Design dma_io_channel, sky130hd; sources not shown.
Fig. 1: I/O pins on the die edge
Scale: 4 px per um. Pins as bars across the die edge, other pins in grey.
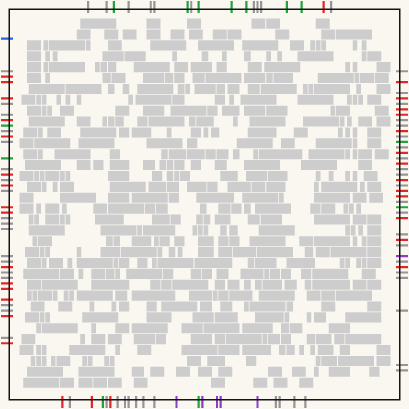
Red is io_data_i, pins 32, direction input, edge 15 left, 13 right, 3 bottom, 1 top. Purple is max_words_i, pins 6, direction input, edge 5 bottom, 1 right. Blue is clk_i, pins 1, direction input, edge left. Green is mem_addr_o, pins 13, direction output, edge 7 top, 2 bottom, 2 right, 2 left.
All pins by edge: 37 right, 36 left, 22 bottom, 18 top.
die width: 97.3 um
Vert. Die Dim: 97.3 um
port bufs: 112

Fig. 2: clock nets
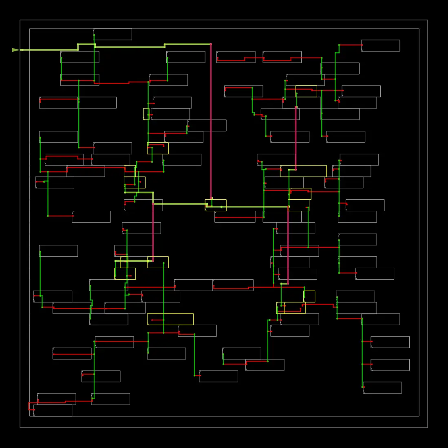
TritonCTS Sinks: 79
Fin Clk Skew: 8.49 ps
# clk buffers: 10

==> results.txt <==
run results: Comb/total area=31.9%, Leakage=about 2.6 nW, gp weighted congestion=just under 0.8, cts hold-fix bufs=1, cell with the most instances after synthesis=nand2_1, cell class ranked first by area=registers, asr flop ratio synth=100%, final hold violation count=0, fillers=730, final-report max-slew violation count=0, largest net degree at the start of global routing=49, vias in the first global route=~3100, Post-CTS Setup Bufs=1, Register-to-Register Path Depth=8, IO Count=113, Crit path max-delay family=AND-OR/OR-AND gates, Post-synth EDFFs=0, mux share=7.37%, final-layout non-clock buffer area share=25.5%, crit path cell chain=ha_4, inv_2, fa_2, nor2b_2, o31a_1, o21a_1, o21a_1, o31ai_2, worst path buffer plus inverter count=1, Cell Area, Synth=approximately 0.0037 mm2, Critical Path AT=2160 ps, failing checks=setup timing, Critical Path End Type=register, Comb pwr share=41.7%, R2R Setup Slk=-30 ps, grt total ovfl=0, via count=around 3000, first-pass GRT wire length=14.7 mm, Post-Synth Adder-Cell Area=2.95%, kind of start point of the critical path=register, most instantiated logic cells after routing=119 x nand2_1, 110 x clkdlybuf4s50_1, 75 x dfrtp_1, min Tclk post-route=1910 ps, post-place instance area=0.00511 mm2, placed cell count=~590, n_diodes=0, biggest area consumer among synthesized cells=dfrtp_1, combinational gate power=around 0.003 W, switching share of power=32.1%, WL met1=3.94 mm, Cell Type Count=52, most common library cells after synthesis=119 x nand2_1, 78 x dfrtp_1, 11 x xor2_1, top power group=combinational logic, Seq pwr share=39.5%, post-route setup slack=-27.9 ps, seq pwr=0.00285 W, ANT nets after route=0, Via density=approximately 5.0, Final HPWL DP=roughly 6 mm, Post-Synthesis Cells=between 300 and 400, CTS Buffer Depth=2, CP max FO=5, most frequent cell on the critical path=o21a_1, PD cells=1300 mW/mm2, final wirelength=8.51 mm, CTS tree=done, max reg flops=32, CP max stage cell=dfrtp_1, Post-Synth AOI/OAI Area=between 10% and 20%, worst slew pin tran=391 ps, Top non-seq family=simple AND/OR/NAND/NOR gates, cts repair resizes=14, f_max=524 MHz, final setup violation count=1, sequential cells=between 70 and 80, global routing usage on met1=24.4%, worst vdd ir=0.571 mV, router iterations before antenna repair=4, Nets=approximately 560, global routing usage on met3=4.75%, core area=0.00859 mm2, status=finished with violations, antenna violations before repair=0, initial DRC count=70, Clock transition at path regs=80 ps, Rows=34, # DRC=0, Psw=between 0.002 and 0.0025 W, met2 track utilization from global routing=31.5%, relative slew slack=between 70% and 80%, Final Util=64.5%, yosys xor share=3.60%, Synthesis Warnings=0, post-synthesis simple-gate area fraction=18.4%, Req. time, crit path=2130 ps, OpenROAD warning count=29, Combinational Area=0.00177 mm2, worst min path class=in -> async
Power is estimated from default activity; no workload was simulated.
